## config.mk

```make
export PLATFORM = sky130hd
export DESIGN_NAME = instr_stream_responder
export DESIGN_NICKNAME = d
export VERILOG_FILES = /design/src/rtl/instr_stream_responder.sv
export SDC_FILE = /design/constraint.sdc
export NUM_CORES = 2
export LEC_CHECK = 0
export ABC_AREA = 1
export CAP_MARGIN = 20
export CORE_MARGIN = 2
export CORE_UTILIZATION = 54
export DETAILED_ROUTE_END_ITERATION = 10
export PLACE_DENSITY = 0.8
export SLEW_MARGIN = 5
export SYNTH_ARGS = -nofsm -noshare
export SYNTH_HDL_FRONTEND = slang
export SYNTH_SLANG_ARGS = --single-unit
```

## constraint.sdc

```tcl
create_clock -name f_clk -period 3.49 [get_ports f_clk]
set_input_delay 0.5235 -clock f_clk [delete_from_list [all_inputs] [get_ports f_clk]]
set_output_delay 0.5235 -clock f_clk [all_outputs]
set_load 0.1 [all_outputs]
```

## src/rtl/instr_stream_responder.sv

```systemverilog
// ============================================================================
// Module   : instr_stream_responder
// Brief    : Responder side of the fetch instruction-stream handshake; delivers
//            one stored word per ack pulse after programmable wait states.
// Revision : 1.0 - initial release
// ============================================================================
`default_nettype none

module instr_stream_responder #(
    parameter int IWIDTH      = 32,
    parameter int DEPTH       = 64,
    parameter int AWIDTH      = 6,
    parameter int WAIT_STATES = 1
) (
    input  logic              f_clk,
    input  logic              f_rst,
    input  logic              r_i_syn,
    input  logic              r_i_restart,
    input  logic [AWIDTH:0]   r_i_len,
    input  logic              r_i_wr_en,
    input  logic [AWIDTH-1:0] r_i_wr_addr,
    input  logic [IWIDTH-1:0] r_i_wr_data,
    output logic [IWIDTH-1:0] r_o_instr,
    output logic              r_o_ack,
    output logic              r_o_last,
    output logic              r_o_busy
);

    localparam logic [1:0] S_IDLE = 2'd0;
    localparam logic [1:0] S_WAIT = 2'd1;
    localparam logic [1:0] S_SEND = 2'd2;
    localparam logic [1:0] S_DONE = 2'd3;

    localparam int CW = (WAIT_STATES > 1) ? $clog2(WAIT_STATES + 1) : 1;
    localparam logic [CW-1:0]   c_WAIT    = CW'(WAIT_STATES);
    localparam logic [CW-1:0]   c_CNT_ONE = CW'(1);
    localparam logic [AWIDTH:0] c_DEPTH   = (AWIDTH + 1)'(DEPTH);
    localparam logic [AWIDTH:0] c_LEN_ONE = (AWIDTH + 1)'(1);

    logic [IWIDTH-1:0] r_mem [0:DEPTH-1];

    logic [1:0]        r_state;
    logic [AWIDTH-1:0] r_addr;
    logic [CW-1:0]     r_cnt;
    logic [AWIDTH:0]   r_len_q;

    logic [1:0]        w_state_nx;
    logic [AWIDTH-1:0] w_addr_nx;
    logic [CW-1:0]     w_cnt_nx;
    logic [AWIDTH:0]   w_len_nx;
    logic [AWIDTH:0]   w_len_clamp;
    logic [AWIDTH:0]   w_len_eff;
    logic [AWIDTH:0]   w_last_idx;
    logic              w_load;
    logic              w_last;
    logic              w_wr_ok;

    assign r_o_busy = (r_state != S_IDLE);
    assign w_wr_ok  = (r_state == S_IDLE) || (r_state == S_DONE);

    // w_load marks the edge that enters SEND; the word read is at the next address.
    always_comb begin
        w_state_nx  = r_state;
        w_addr_nx   = r_addr;
        w_cnt_nx    = r_cnt;
        w_len_nx    = r_len_q;
        w_load      = 1'b0;
        w_len_clamp = (r_i_len > c_DEPTH) ? c_DEPTH : r_i_len;
        w_len_eff   = r_len_q;
        if (r_i_restart) begin
            w_state_nx = S_IDLE;
            w_addr_nx  = '0;
        end else begin
            case (r_state)
                S_IDLE: begin
                    if (r_i_syn && (r_i_len != '0)) begin
                        w_len_nx  = w_len_clamp;
                        w_len_eff = w_len_clamp;
                        if (WAIT_STATES == 0) begin
                            w_state_nx = S_SEND;
                            w_load     = 1'b1;
                        end else begin
                            w_state_nx = S_WAIT;
                            w_cnt_nx   = c_WAIT;
                        end
                    end
                end
                S_WAIT: begin
                    if (!r_i_syn) begin
                        w_state_nx = S_IDLE;
                    end else if (r_cnt == c_CNT_ONE) begin
                        w_state_nx = S_SEND;
                        w_cnt_nx   = '0;
                        w_load     = 1'b1;
                    end else begin
                        w_cnt_nx = r_cnt - c_CNT_ONE;
                    end
                end
                S_SEND: begin
                    w_addr_nx = r_addr + 1'b1;
                    if (r_o_last) begin
                        w_state_nx = S_DONE;
                    end else if (r_i_syn) begin
                        if (WAIT_STATES == 0) begin
                            w_state_nx = S_SEND;
                            w_load     = 1'b1;
                        end else begin
                            w_state_nx = S_WAIT;
                            w_cnt_nx   = c_WAIT;
                        end
                    end else begin
                        w_state_nx = S_IDLE;
                    end
                end
                default: begin
                    if (!r_i_syn) begin
                        w_state_nx = S_IDLE;
                        w_addr_nx  = '0;
                    end
                end
            endcase
        end
    end

    assign w_last_idx = w_len_eff - c_LEN_ONE;
    assign w_last     = ({1'b0, w_addr_nx} == w_last_idx);

    always_ff @(posedge f_clk or negedge f_rst) begin
        if (!f_rst) begin
            r_state   <= S_IDLE;
            r_addr    <= '0;
            r_cnt     <= '0;
            r_len_q   <= '0;
            r_o_instr <= '0;
            r_o_ack   <= 1'b0;
            r_o_last  <= 1'b0;
        end else begin
            r_state  <= w_state_nx;
            r_addr   <= w_addr_nx;
            r_cnt    <= w_cnt_nx;
            r_len_q  <= w_len_nx;
            r_o_ack  <= w_load;
            r_o_last <= w_load & w_last;
            if (w_load) begin
                r_o_instr <= r_mem[w_addr_nx];
            end
        end
    end

    // Store is not reset; writes only land while no word is being fetched.
    always_ff @(posedge f_clk) begin
        if (r_i_wr_en && w_wr_ok) begin
            r_mem[r_i_wr_addr] <= r_i_wr_data;
        end
    end

endmodule

`default_nettype wire
```

==> images/class_map.png <==
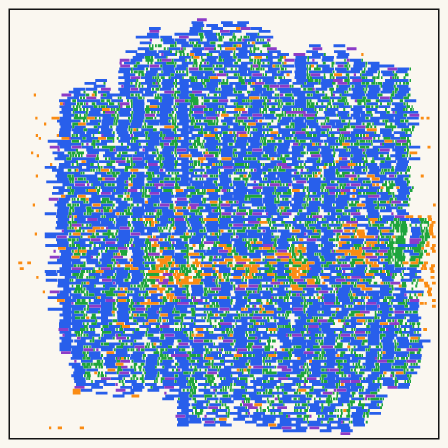
remaining logic cells: drawn in green, cells 4385. remaining buffers and delay cells: drawn in orange, cells 462. registers: drawn in blue, cells 2098. clock drivers and dummy loads: drawn in purple, cells 358.
flop share of the area: 63.91%
row cnt: 146
design area: 98190 um^2
Finished Core Util: 62.14%
Core Region: 158000 um^2

==> images/util_map.png <==
20 x 20 tiles, from white (low) to dark blue (high), 0 to 100% covered.
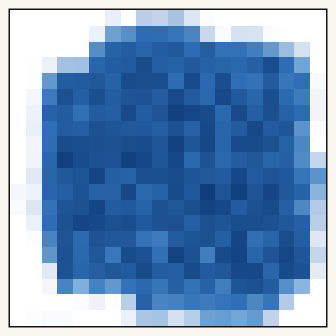
The mean over all tiles is 59%. The emptiest ninth of the die: north-west. The densest ninth of the die: center. 57% of the tiles are over 75% full. The fullest tile reaches 95%. 17% of the tiles are nearly empty.
Initial Utilization: 54.19%

==> images/ff_map.png <==
Bar = 100 um.
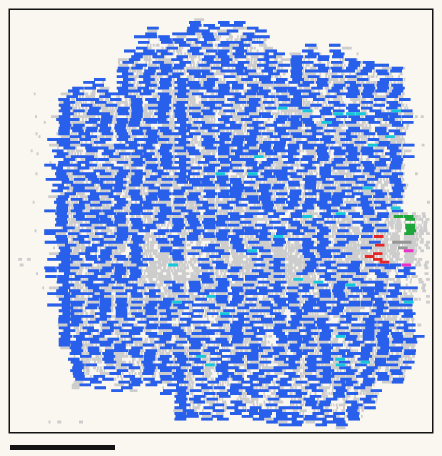
r_addr: drawn in red, sequential cells 6, where east. r_mem: drawn in blue, sequential cells 2048, where all over the die. r_len_q: drawn in green, sequential cells 7, where east. r_state: drawn in magenta, sequential cells 2. r_o_instr: drawn in cyan, sequential cells 32.
Another 3 sequential cells are not colored.
Sequential Area: 62750 um^2
Seq. pwr: 28.5 mW

==> images/m3.png <==
Bar = 100 um.
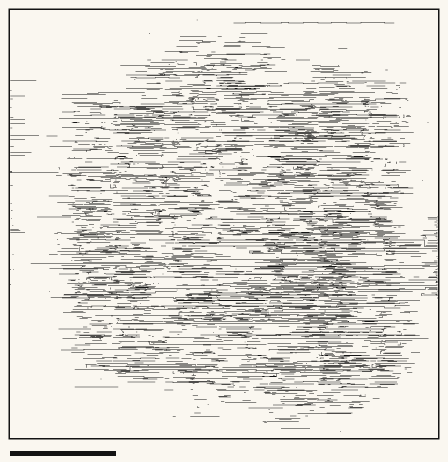
1035 nets have wire on it. The layer holds 16% of the routed length. The wires run mostly horizontal. The layer carries 39.8 mm of wire. The longest straight run is 204 um.
Post-Route WL: 250.5 mm
detailed-route via count: 62400
met3 usage: 8.123%

==> images/placed.png <==
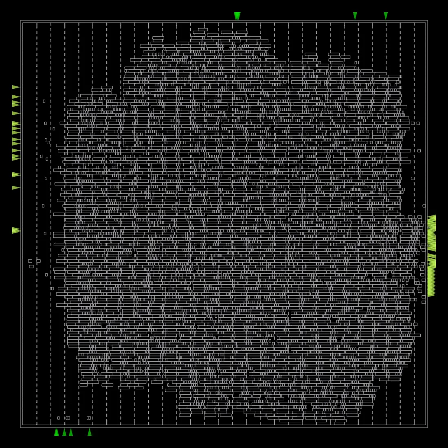
fillers: 10830
Flops: 2098
# Taps: 2072
non-filler cells, final: 9378

==> flow_metrics.py <==
# Physical implementation metrics
metrics = {
    "synth": {
        "top_area_cell": "edfxtp_1",
        "postSynthSeqShare_pct": 73.29,
        "common_cells": "2876 x nand3_1, 2048 x edfxtp_1, 1326 x nand2_1, 364 x buf_2, 110 x clkbuf_1",
        "ys_sh_mux_pct": 0.01315,
        "synth.distinct_cells": 29,
        "simple_gate_area_share_pct": 23.17,
        "syn_avg_cell_area_um2": 12.19,
        "flop_cell": "edfxtp_1",
        "ys_sh_aoi_pct": 0.1724,
        "edf_count": 2048,
        "syn_nets": 7080,
        "synth_flops": 2098,
        "synth_area_um2": 85620,
        "synth_dominant_cell_count": "nand3_1",
        "top_area_share_pct": 71.82,
        "ys_cells": 7024,
        "ys_sh_xor_pct": 0.05114,
        "yosys_area_um2": 85620,
        "ys_top_cells_by_area": "edfxtp_1 72%, nand3_1 17%, nand2_1 5.8%, buf_2 2.1%, dfrtp_1 1.5%",
        "ys_warn_count": 0,
        "ys_sh_adder_pct": 0.08768,
        "topCombFamilyByArea": "simple AND/OR/NAND/NOR gates",
        "async_flop_share_pct": 2.383,
        "synthCells": 7024,
    },
    "finish": {
        "comb_area_um2": 20760,
        "clkCellAreaFrac_pct": 6.296,
        "nClkBuffers": 250,
        "diodes": 3,
        "largest_registers": "r_mem (2048), r_o_instr (32), r_len_q (7)",
        "regMostFlops": "r_mem",
        "layout-drive-gt1-share_pct": 10.89,
        "nets": 7197,
        "largest_reg_flops": 2048,
        "comb_cells": 4343,
        "syn_to_final_growth_pct": 14.67,
        "buffers": 462,
        "buffer_area_share_pct": 5.818,
        "sh_comb_area_pct": 21.15,
        "inverters": 42,
        "largest_cell_class": "sequential cells",
    },
    "global_routing": {
        "grt_pass1_vias": 58820,
        "grt_use_met1_pct": 40.57,
        "grt_max_degree": 137,
        "grt_pass1_wl_mm": 366.4,
        "grt.busiest_layer": "met2",
        "grt_overflow": 0,
        "use_met2_pct": 46.45,
        "grt_antenna_before_repair": 14,
        "grt_usage_pct": 30.01,
    },
    "power_and_ir_drop": {
        "peakVddDrop_uv": 562.7,
        "total_power_mw": 62.08,
        "power.density_nw_per_um2": 632.2,
        "p_int_mw": 43.15,
        "combPwrFrac_pct": 20.6,
        "p_seq_share_pct": 45.9,
        "clockPowerShare_pct": 33.5,
        "power_switching_mw": 18.93,
        "p_leak_nw": 34.12,
        "p_sw_share_pct": 30.49,
    },
    "sta": {
        "tightest_slew_ns": 1.164,
        "max_freq_mhz": 289.8,
        "rsz0062_at_grt": "yes",
        "fin_crit_ns": 3.451,
        "final_max_slew_viol_count": 0,
        "setup_viol": 0,
        "fin_tns_setup_ns": 0,
        "period_used_pct": 98.89,
        "setup_ws_ns": 0.03884,
        "holdWs_ns": 0.03234,
        "max-slew-margin-rel_pct": 22.39,
        "skew_ns": 0.03243,
        "hold_viol": 0,
    },
    "route": {
        "wire_per_inst_um": 26.71,
        "route.met2.wl_mm": 115.4,
        "drc": 0,
        "drt_iter0_drc": 11190,
        "dr.pass1.iters": 6,
        "wl_met3_mm": 39.81,
        "vias_per_cell": 6.654,
        "drt-met1-wl_mm": 85.10,
        "ant_nets": 0,
        "top_layer": "met5",
    },
    "critical_path": {
        "timing.rr.end": "r_o_instr[23]",
        "r2r_setup_slack_ns": 0.04,
        "cpMostUsedCell": "nand3_1",
        "required_ns": 4.20,
        "critical-path-top-delay-family": "simple AND/OR/NAND/NOR gates",
        "worst-r2r-cell-count": 17,
        "critPathLaunchType": "flip-flop",
        "arrival_ns": 4.17,
        "max_stage_delay_ns": 0.41,
        "path_buffers": 5,
        "critPathSlowestCell": "dfrtp_1",
        "reg2reg_from": "r_state[0]",
        "endpoint_kind": "flip-flop",
        "crit_chain": "inv_1, ha_1, buf_4, nand2_1, nand2_1, a21oi_4, clkinvlp_4, nand2_8, buf_12, buf_16, nand3_1, nand3_1, nand3_1, nand3_1, nand3_2, nand3_1, nand2_1",
        "crit_type": "flip-flop to flip-flop",
        "cp_max_fo": 29,
    },
    "clock_tree": {
        "clk_latency_ns": 0.85,
        "clock-sinks": 2098,
        "cts_root_buf": "clkbuf_16",
        "path_clk_slew_ns": 0.06,
        "clockBufferDepth": 3,
        "htree_levels": 4,
        "cts_tree": "built",
        "numCtsBuffers": 194,
    },
    "die": {
        "die_width_um": 402.2,
        "die_area_um2": 161800,
        "boundaryPins": 85,
        "die_y_um": 402.2,
    },
    "run": {
        "warning_count": 37,
        "drv_cap": 0,
    },
    "place": {
        "pre_cts_ws_ns": -0.2579,
        "place.gp.congestion": 0.8966,
        "hpwlAfterDp_mm": 138.8,
        "numPortBuffers": 84,
        "post_dp_cell_area_um2": 91160,
        "placed_cells": 8976,
    },
    "status": {
        "status": "finished clean",
    },
    "worst_hold_path": {
        "min_path_cells": 1,
        "min_from": "r_i_wr_data[1]",
        "hp-class": "input port to flip-flop",
        "holdPathEnd": "r_mem[38][1]",
    },
}
cells in the final DEF, fill, tap and decap left out, types with 8 or more instances in the layout:
master / netlist / layout
nor2_4: 0 / 65
edfxtp_1: 2048 / 2048
bufinv_16: 0 / 14
nand2_1: 1326 / 1323
o21ai_0: 14 / 14
nand3_1: 2876 / 2865
clkinv_2: 0 / 30
nand3_2: 0 / 9
buf_12: 0 / 162
dfrtp_1: 50 / 50
nor2_1: 77 / 12
clkdlybuf4s50_1: 0 / 34
clkinv_1: 1 / 49
clkbuf_8: 0 / 10
inv_6: 0 / 8
buf_4: 25 / 217
clkbuf_16: 0 / 202
clkbuf_1: 110 / 42
buf_2: 364 / 33
inv_1: 35 / 32
nand4_1: 15 / 15
a21oi_1: 8 / 8
power groups by stage:
stage / Combinational [mW] / Sequential [mW] / Clock, mW
2_1_floorplan: 6.59 / 29.9 / 0
3_3_place_gp: 11.7 / 29.0 / 0
3_5_place_dp: 12.0 / 29.0 / 0
4_1_cts: 12.2 / 28.5 / 20.8
5_1_grt: 13.5 / 28.5 / 21.8
6_report: 12.8 / 28.5 / 20.8
how the worst max path moves through the flow:
| stage | start | end | slack, ns | cells past startpoint |
|---|---|---|---|---|
| 6_report | r_state[0] | r_o_instr[23] | 0.04 | 17 |
| 5_1_grt | r_state[0] | r_o_instr[6] | -0.05 | 17 |
| 4_1_cts | r_state[0] | r_o_instr[6] | 0.02 | 17 |
| 3_5_place_dp | r_i_restart | r_o_instr[27] | -0.26 | 15 |
| 3_3_place_gp | r_i_restart | r_o_instr[27] | -0.19 | 15 |
| 2_1_floorplan | r_state[0] | r_mem[0][0] | 0.33 | 5 |
repair_timing:
item,CTS,global route
setup endpoints to repair,3,17
hold buffers,1,0
gates resized,3,22
buffers inserted,0,11
endpoints found under the hold margin,34,0
pin swaps,0,2
cloned,0,5
Power and IR drop assume default switching activity.
